==> config.mk <==
export PLATFORM = sky130hd
export DESIGN_NAME = ro_puf_ctrl
export DESIGN_NICKNAME = d
export VERILOG_FILES = /design/src/rtl/ro_puf_pkg.sv /design/src/rtl/ro_edge_counter.sv /design/src/rtl/ro_puf_ctrl.sv
export SDC_FILE = /design/constraint.sdc
export NUM_CORES = 1
export LEC_CHECK = 0
export CAP_MARGIN = 0
export CORE_ASPECT_RATIO = 0.75
export CORE_MARGIN = 2
export CORE_UTILIZATION = 35
export DETAILED_ROUTE_END_ITERATION = 8
export PLACE_DENSITY = 0.67
export SLEW_MARGIN = 20
export SYNTH_ARGS = -nofsm -noshare
export SYNTH_HDL_FRONTEND = slang
export SYNTH_SLANG_ARGS = --single-unit
==> constraint.sdc <==
create_clock -name clk -period 6.3 [get_ports clk]
set_clock_uncertainty 0.2 [all_clocks]
set_input_delay 1.575 -clock clk [delete_from_list [all_inputs] [get_ports clk]]
set_output_delay 1.575 -clock clk [all_outputs]
set_load 0.01 [all_outputs]
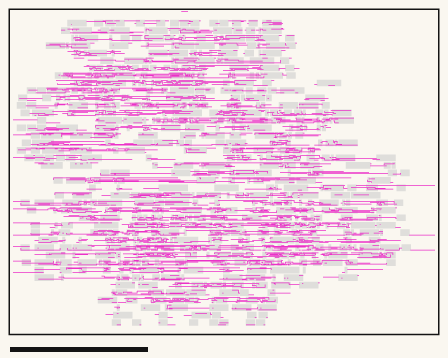
*The metal 1 layer*
Bar = 50 µm.
The longest straight run is 46.9 µm. 720 nets have wire on it. The layer holds 53% of the routed length. The layer carries 7780 µm of wire. The wires run mostly horizontal.
final wirelength: 14800 µm
M1 GR Usage: 25.2%
total via count after detailed routing: 4925

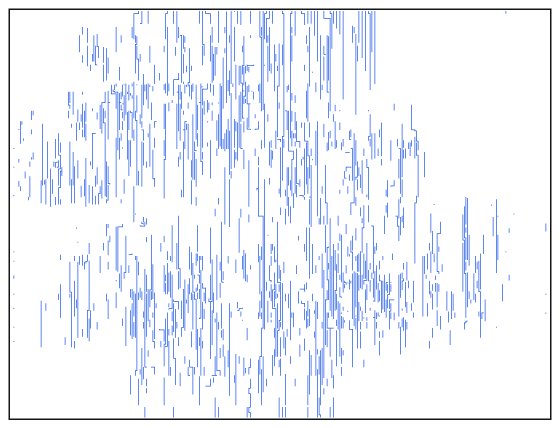
*Signal wires on met2*
The layer carries 6000 µm of wire. The longest straight run is 43.2 µm. The wires run mostly vertical. 616 nets have wire on it. The layer holds 41% of the routed length.
M2 GR Usage: 22.1%

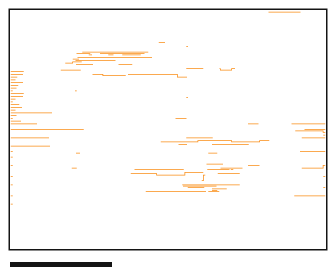
*Metal 3*
Bar = 50 µm.
The longest straight run is 36.3 µm. The layer holds 5.6% of the routed length. 68 nets have wire on it. The wires run mostly horizontal.
met3 Resource Use GR: 4.71%

==> notes.md <==
Results of the flow run.

The count of buffers from port buffering stands at 94. Counting cells, the worst reg-to-reg path comes to 5. In the synthesized netlist, the cells that appear most often are sky130_fd_sc_hd__dfxtp_1, sky130_fd_sc_hd__nor2_1, sky130_fd_sc_hd__nand2_1, sky130_fd_sc_hd__a22oi_2, sky130_fd_sc_hd__nand3_1. Per the synthesis report, the dominant area consumer among library cells is sky130_fd_sc_hd__dfxtp_1. The synthesis-to-layout area growth stands at 28.1%.

The die height stands at roughly 120 µm. The post-route utilization of the core is recorded as a little under half. The via count of the first global-routing pass stands at 4618. The period utilization stands at 59.6%.

The number of nets handed over by synthesis was between 600 and 700. The area share of and/or/nand/nor cells after synthesis stands at approximately 25%. Counting only logic cells after layout, the most numerous master is sky130_fd_sc_hd__dfxtp_1.

According to the report, the first pass of detailed routing completed in 6 iterations. Counting the fill cells in the layout gives roughly 1600. Of the post-synthesis cell area, the part taken by muxes is 4.24%.

The synthesis stats list as the most numerous cell sky130_fd_sc_hd__dfxtp_1. The yosys synthesis chip area stands at around 6000 µm². The final report gives the standard cell area, fillers excluded, as between 7000 and 8000 µm². The cell count after placement stands at around 920. In this run the VDD rail shows a maximum IR drop of around 170 µV. Of the total synthesized cell area, the portion taken by XOR and XNOR cells is under 10%. The synth_stat.txt file lists the number of cells as around 650. The repair_antennas step left the layout with diodes totalling 0. The script extracted a total leakage power of 2.62 nW.

The average instance in the mapped netlist occupies ~9.3 µm². The H-tree was split into 4 levels. The worst setup path is launched from an input pin. In this run the deepest clock path goes through 2 buffers. Dividing total power by cell area gives a power density of ~270 nW/µm². The post-synthesis instance area stands at 6030 µm². The shortest period the worst path allows stands at around 3800 ps.

The floorplan report gives the top-level pin count as ~95. The cell depth of the worst hold path stands at 1. Using the TritonRoute via totals, the vias-per-cell ratio works out to 5.15.

The sequential area share after synthesis stands at between 40% and 50%. The critical path arrival stands at slightly below 4000 ps. The number of buffers created by CTS stands at 17.

The global-route total usage across every layer stands at about 17%. The final hold violation count recorded for this run is 0. Per STA, the worst path accumulates the most delay in the family simple AND/OR/NAND/NOR gates.

The number of synthesized flops with an enable pin stands at 0. Setup repair after global routing left no endpoint under its margin. In this run the clock root is driven by a sky130_fd_sc_hd__clkbuf_16. The report shows a maximum critical-path fanout of 25. The overall die width stands at between 150 and 200 µm. The data required time of the worst path stands at 6440 ps. After synthesis, the largest family of logic cells by area is simple AND/OR/NAND/NOR gates. The flow reports an fmax of around 270 MHz.

The number of sinks on the clock net stands at roughly 130. The number of instances resized during post-cts repair stands at 0. The number of DRC markers in iteration 0 stands at 377. For this design, the slowest cell found on the critical path is sky130_fd_sc_hd__or4b_1. TritonCTS built the clock tree. The post-cts hold buffer count stands at 0. The initial antenna violation count stands at 0. The routed layout reports a DRC error count of 0. The worst stage delay on the critical path stands at 830 ps. The number of cells in the finished layout apart from fillers stands at between 900 and 1000. TritonRoute output was used to compute an average wire per cell of roughly 15 µm. After synthesis the netlist holds a flip-flop and latch count of about 130. The register clock-pin slew on the reported worst setup and hold paths stands at roughly 60 ps. The worst setup path is captured at a flop. The run finished with clean final reports. Cells with a size suffix above 1 make up about an eighth of the layout. The number of violations of the max-capacitance limit stands at 0. Of the total synthesized cell area, the portion taken by full adders, half adders and majority gates is under 10%.

The type recorded for the worst min-delay path is flop to flop. The chip area stands at between 15000 and 20000 µm². The later pin in the worst-skew pair is clocked with a latency of about 420 ps. The first global-routing pass estimated 24300 µm of wire.

The async set-or-reset flop fraction in the synthesized netlist stands at 0%. The setup total negative slack stands at 0 ps. In this run the tools logged warnings totalling 27. The critical path crosses 6 cells after its start point. In the placement report, post-DP HPWL is listed as roughly 10000 µm. The register-to-register path setup slack stands at ~3200 ps. Ranked by total cell area, the synthesized netlist is headed by sky130_fd_sc_hd__dfxtp_1, sky130_fd_sc_hd__nor2_1, sky130_fd_sc_hd__a22oi_2. The pin closest to its max-slew limit shows a slew of approximately 990 ps. The signal on the critical path passes through clkdlybuf4s50_1 > or4b_1 > or3_1 > o31ai_1 > a22oi_1 > nor2_1. The detailed router put a total of 7780 µm of wire on met1. The max-slew violation total from the final report stands at 0.

The proportion of netlist area held by the largest area contributor stands at 42.5%. The number of cell rows stands at about 41. The detailed route wirelength on metal2 stands at 6000 µm. The share of the core area taken by cells at floorplan is 35.8%. The final weighted congestion in routability-driven placement stands at ~0.83. The number of warning messages in the yosys log stands at 0.

The setup slack after placement stands at 2180 ps. Measured against its own limit, the worst slew margin works out to approximately 34%. The post-synthesis cell type count stands at a little under 60. Wire segments on met3 add up to between 800 and 900 µm in the final route. Signal routing reaches up to met4.

The count of nets left with antenna violations once routing finished came out at 0. The pin count of the biggest net entering global routing stands at just under 60. Recorded from the global router log, the overflow total was 0.

The number of buffers and inverters on the critical path stands at 1. Once placement finished, the instance area stood at between 7000 and 8000 µm². The number of standard cells after synthesis stands at 647. In the post-route analysis, the smallest setup slack over all paths is 2540 ps. Total power for the finished layout comes to around 2.1 mW. The critical path in this run is classified as input pin to flop.

The final layout net count stands at about 780. In the synthesized netlist the dominant register cell turns out to be sky130_fd_sc_hd__dfxtp_1. The global router reports that the layer with the highest usage is met1. The number of setup buffers added after CTS stands at 0. The worst hold-check slack stands at about 250 ps. Per the OpenROAD floorplan log, the area of the core is roughly 17000 µm². Endpoints with negative setup slack in the final report add up to 0. The aoi/oai-family share of the synthesized area stands at between 15 and 20%. Ranking logic cells in the layout by count gives the top entries sky130_fd_sc_hd__dfxtp_1, sky130_fd_sc_hd__nor2_1, sky130_fd_sc_hd__clkdlybuf4s50_1, sky130_fd_sc_hd__nand2_1.
## where the power goes
group	total [mW]	internal [mW]	switching (mW)
Combinational	0.157	0.0694	0.0878
Clock	1.06	0.695	0.370
Sequential	0.844	0.827	0.0174
Total	2.07	1.59	0.475
## worst reg2reg max path: cells and delay by family (launching register included)
kind / cells / cell delay, ps
simple gates: 2 / 1600
buf+inv: 1 / 510
compound gates: 2 / 400
flops: 1 / 340
## area by class of cell
| type | count | area, µm² | share of cell area, % |
|---|---|---|---|
| multi-input combinational | 465 | 3210 | 41.5 |
| sequential | 128 | 2560 | 33.2 |
| timing repair buffer | 99 | 973 | 12.6 |
| clock buffer | 20 | 467 | 6.04 |
| tap | 215 | 269 | 3.48 |
| clock inverter | 12 | 179 | 2.32 |
| inverter | 17 | 63.8 | 0.826 |
Power figures rest on the tool's default switching activity, not on a simulated workload.
